**src/rtl/mux_pkg.sv**
```systemverilog
// Shared constants and state encoding for the 16-to-1 round-robin merge.
package mux_pkg;

  localparam int N_CH  = 16;
  localparam int SEL_W = 4;

  // Output register occupancy.
  typedef enum logic {
    EMPTY = 1'b0,
    FULL  = 1'b1
  } state_t;

  // Round-robin pointer advance: the channel after the granted one, wrapping 15 -> 0.
  function automatic logic [SEL_W-1:0] next_ptr(input logic [SEL_W-1:0] idx);
    return idx + 4'd1;
  endfunction

endpackage

```
**src/rtl/rr_arbiter_16.sv**
```systemverilog
// Combinational round-robin arbiter over 16 requesters. The search starts
// at ptr and wraps; the pointer register itself is owned by the caller.
module rr_arbiter_16
  import mux_pkg::*;
(
  input  logic [N_CH-1:0]  req,
  input  logic [SEL_W-1:0] ptr,
  input  logic             en,
  output logic [N_CH-1:0]  grant,
  output logic [SEL_W-1:0] gidx,
  output logic             any
);

  logic [SEL_W-1:0] idx;
  logic             found;

  // Kept separate from the search so callers may fold 'any' into 'en' without a loop.
  assign any = |req;

  // First requester at or after ptr (mod 16); one-hot grant only when enabled.
  always_comb begin
    grant = 16'h0000;
    gidx  = 4'd0;
    found = 1'b0;
    idx   = 4'd0;
    for (int k = 0; k < N_CH; k++) begin
      idx = ptr + k[SEL_W-1:0];
      if (!found && req[idx]) begin
        found = 1'b1;
        gidx  = idx;
      end else begin
        found = found;
      end
    end
    if (en && found) begin
      grant[gidx] = 1'b1;
    end else begin
      grant = 16'h0000;
    end
  end

endmodule

```
**src/rtl/mux_16_1_rr.sv**
```systemverilog
// 16-to-1 merge with round-robin arbitration into a one-entry output
// register. Each forwarded word carries its 4-bit source index.
module mux_16_1_rr
  import mux_pkg::*;
#(
  parameter int W = 16
) (
  input  logic              clk,
  input  logic              rst_n,
  input  logic [N_CH*W-1:0] in_data,
  input  logic [N_CH-1:0]   in_valid,
  output logic [N_CH-1:0]   in_ready,
  output logic [W-1:0]      out_data,
  output logic [SEL_W-1:0]  out_sel,
  output logic              out_valid,
  input  logic              out_ready
);

  state_t           state_r;
  logic [SEL_W-1:0] ptr_r;
  logic [N_CH-1:0]  grant;
  logic [SEL_W-1:0] gidx;
  logic             any;
  logic             ld;

  assign out_valid = (state_r == FULL);

  // Load when something is offered and the register is empty or draining this
  // cycle; held off during reset so no source believes its word was taken.
  assign ld = rst_n && any && (!out_valid || out_ready);

  assign in_ready = grant;

  rr_arbiter_16 u_arb (
    .req   (in_valid),
    .ptr   (ptr_r),
    .en    (ld),
    .grant (grant),
    .gidx  (gidx),
    .any   (any)
  );

  // Output register, occupancy state and round-robin pointer.
  always_ff @(posedge clk) begin
    if (!rst_n) begin
      state_r  <= EMPTY;
      out_data <= '0;
      out_sel  <= 4'd0;
      ptr_r    <= 4'd0;
    end else if (ld) begin
      state_r  <= FULL;
      out_data <= in_data[gidx*W +: W];
      out_sel  <= gidx;
      ptr_r    <= next_ptr(gidx);
    end else if (out_valid && out_ready) begin
      state_r  <= EMPTY;
    end else begin
      state_r  <= state_r;
    end
  end

endmodule

```
**config.mk**
```make
export PLATFORM = sky130hd
export DESIGN_NAME = mux_16_1_rr
export DESIGN_NICKNAME = d
export VERILOG_FILES = /design/src/rtl/mux_pkg.sv /design/src/rtl/rr_arbiter_16.sv /design/src/rtl/mux_16_1_rr.sv
export SDC_FILE = /design/constraint.sdc
export NUM_CORES = 1
export LEC_CHECK = 0
export ABC_AREA = 1
export ABC_CLOCK_PERIOD_IN_PS = 4900
export CAP_MARGIN = 20
export CORE_ASPECT_RATIO = 0.75
export CORE_MARGIN = 2
export CORE_UTILIZATION = 25
export DETAILED_ROUTE_END_ITERATION = 16
export HOLD_SLACK_MARGIN = 0.03
export PLACE_DENSITY_LB_ADDON = 0.1
export SYNTH_ARGS = -nofsm -noshare
export SYNTH_HDL_FRONTEND = slang
export SYNTH_SLANG_ARGS = --single-unit
```
**constraint.sdc**
```tcl
create_clock -name clk -period 4.9 [get_ports clk]
set_clock_uncertainty 0.1 [all_clocks]
set_input_delay 0.49 -clock clk [delete_from_list [all_inputs] [get_ports clk]]
set_output_delay 0.49 -clock clk [all_outputs]
set_load 0.02 [all_outputs]
```
Figure 1. Close-up of the layout.
Region (32, 89) to (57, 114) um. Cells in grey, sequential cells in the stronger grey; small squares are vias.
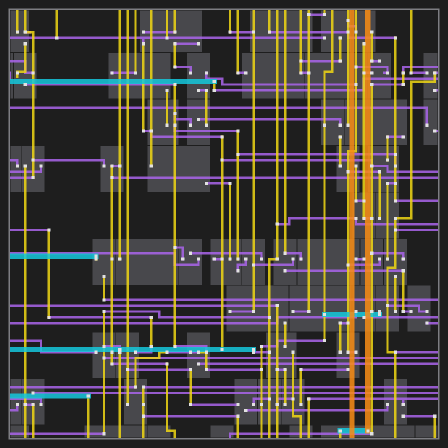
[M4] orange
[M2] yellow
[M3] cyan
[M1] purple
sequential cells in the window: 0
cells with their middle in the window: 49
most frequent: nand2_1 (32), clkdlybuf4s50_1 (11), nand3_1 (6)

Figure 2. M1 wires.
Scale: 3 px per um.
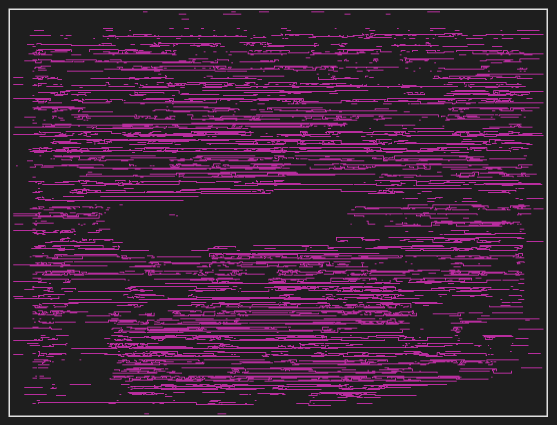
longest straight run: 69.5 um
share of all routed wire: 46%
wire length on this layer: 14300 um
nets with wire on the layer: 1538
main direction: horizontal
Detailed Route WL: 31400 um
met1 Usage GRT: 35.3%
via count: 8632

Figure 3. Sizing map.
Scale: 2 px per um.
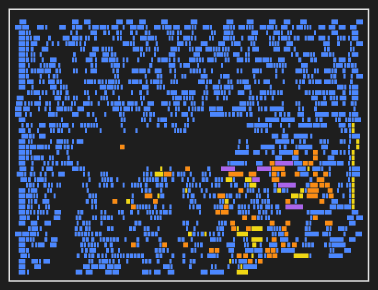
[x3 and x4] orange | cells: 64 | share: 4.3% | most used: buf_4
[x2] yellow | cells: 39 | share: 2.6% | most used: clkbuf_2
[x1 and smaller] blue | cells: 1390 | share: 93% | most used: nand2_1
[x6 and larger] purple | cells: 6 | share: 0.40% | most used: clkbuf_16
Area Growth Syn to Fin: 62.5%
non-clock buffer count: 363
post-route design area: 9310 sq um
worst setup slack after layout: 306 ps

Figure 4. Congestion heat map.
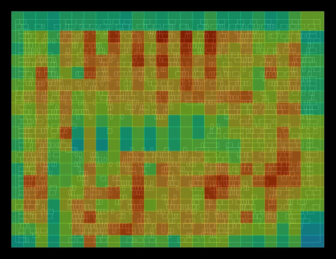
final core utilization: 41.8%
met3 GRT Util: 4.57%
DR WL/cell: 17.5 um
global route hottest layer: met2
global-route track usage on met2: 39.3%

path summary, 6_finish.rpt:
kind / slack (ps) / cells past startpoint / to / start
worst max-delay path: 310 / 22 / in_ready[4] / ptr_r[0]
worst min-delay path: 350 / 2 / out_sel[0] / out_sel[0]
worst max register to register: 380 / 26 / out_data[10] / ptr_r[0]
worst min register to register: 350 / 2 / out_sel[0] / out_sel[0]
sequential cells by signal, summed over array words and instances, names as in the netlist:
register   flops
out_data      16
out_valid      1
out_sel        4
ptr_r          4
through the flow:
stage,cell area [sq um],util [%],hold WS [ps]
2_1_floorplan,5730,-,424
3_3_place_gp,9250,41.5,343
3_5_place_dp,9250,41.5,334
4_1_cts,9330,41.9,349
5_1_grt,9310,41.8,392
6_report,9310,41.8,347
worst min-delay path, stage by stage (launching register included):
cell and delay (ps):
dfxtp_1 310, nand2_1 60, nand2_1 40
what timing repair did:
action | CTS | global route
setup endpoints to repair | 16 | 20
buffers inserted | 0 | 1
pin swaps | 0 | 1
resized | 18 | 33
kinds of logic (layout without fill, tap and decap cells):
family,Yosys count,count (layout),share of synthesized area [%]
and+or+nand+nor,980,980,71.3
buffers and inverters,123,422,10.6
AOI/OAI and AO/OA,52,52,5.33
DFF,25,25,8.73
adders and majority gates,11,11,2.40
xor gates and xnor gates,9,9,1.64
layer usage:
metal / vias up / part of all wire [%] / track usage (%)
met5: - / 0 / 0
met4: 0 / 1.5 / 3.48
met3: 24 / 9.5 / 4.57
met2: 379 / 43 / 39.3
met1: 3842 / 46 / 35.3
li1: 4387 / - / -
==> reports/metrics.yaml <==
drv_slew: 0
tightest_slew_ps: 757
clk_share_pct: 0.887
worstPathMaxFanout: 8
critPathLaunchType: "flip-flop"
initialDrtViolationCount: 678
drive_above_1_share_pct: 7.27
grt_overflow_total: 0
cp_top_family: "simple AND/OR/NAND/NOR gates"
die_h_um: 135
cts_tree: "done"
cp_common_cell: "nand3_1"
worstPathBufferInverterCount: 5
chipArea_sq_um: 24200
common_cells: "nand2_1, nand3_1, nor2_1"
worstSetupPathType: "flip-flop to output port"
area_leaders: "nand2_1, nand3_1, dfxtp_1"
top_area_share_pct: 42.4
cap_violations: 0
hold_class: "flip-flop to flip-flop"
cp-end-kind: "output port"
port_buffers: 311
fin_crit_sh_pct: 93.8
vias_per_cell: 4.81
fin_nets: 1786
hold_viol: 0
warning_count: 36
cts_made_buffers: 3
grt_pass1_vias: 7856
clock_latency_ps: 260
floorplan.core_util_pct: 25.7
clock_path_buffers: 2
seq_area_sq_um: 502
ctsHtreeMaxLevel: 1
netlist_instances: 1200
diodes: 0
syn_area_per_cell_sq_um: 4.78
nFillCells: 2490
numClockSinks: 25
postSynthSeqShare_pct: 8.73
edf_count: 0
ff_type: "dfxtp_1"
antenna_found_initial: 0
ys_chip_area_sq_um: 5730
slowest_stage: "dfxtp_1"
nonClkBufAreaFrac_pct: 37.3
final_cells: 1793
syn-num-nets: 1486
numSynthFlops: 25
lay_top_cells: "nand2_1, clkdlybuf4s50_1, nand3_1, nor2_1, buf_4"
coreArea_sq_um: 22300
synthArstFlopShare_pct: 0
status: "completed"
required_ps: 4310
synth_warnings: 0
lay_top_count: "nand2_1"
path_clk_slew_ps: 70
cts-hold-fix-buffers: 0
track_usage_pct: 24.7
flops: 25
max_slew_margin_pct: 49.4
grt_pass1_wl_um: 45700
rows: 47
logic_area_sq_um: 4680
ys_cells: 1200
ys_types: 34
worstPathCellList: "inv_2 > ha_1 > inv_2 > buf_4 > nand3_1 > nand3_1 > nand3_1 > nand2_2 > nand4_2 > nor2_4 > nand4_1 > nor2_1 > nand4_1 > nor2_4 > nand3_2 > o21ai_1 > buf_4 > o21bai_4 > ha_1 > nand2_1 > nor2_1 > dlymetal6s2s_1"
rsz0062_at_grt: "false"
largest_class: "combinational gates"
dp_slack_ps: 111
synth.most_common_cell: "nand2_1"
comb_area_share_pct: 50.2
period_minus_slack_ps: 4590
ioPinCount: 312
n_clock_buffer: 3
drc: 0
taps: 294
num-multi-input-gates: 1052
syn-cell-area_sq_um: 5730
cts_root_buf: "clkbuf_16"
finalSetupViolCount: 0
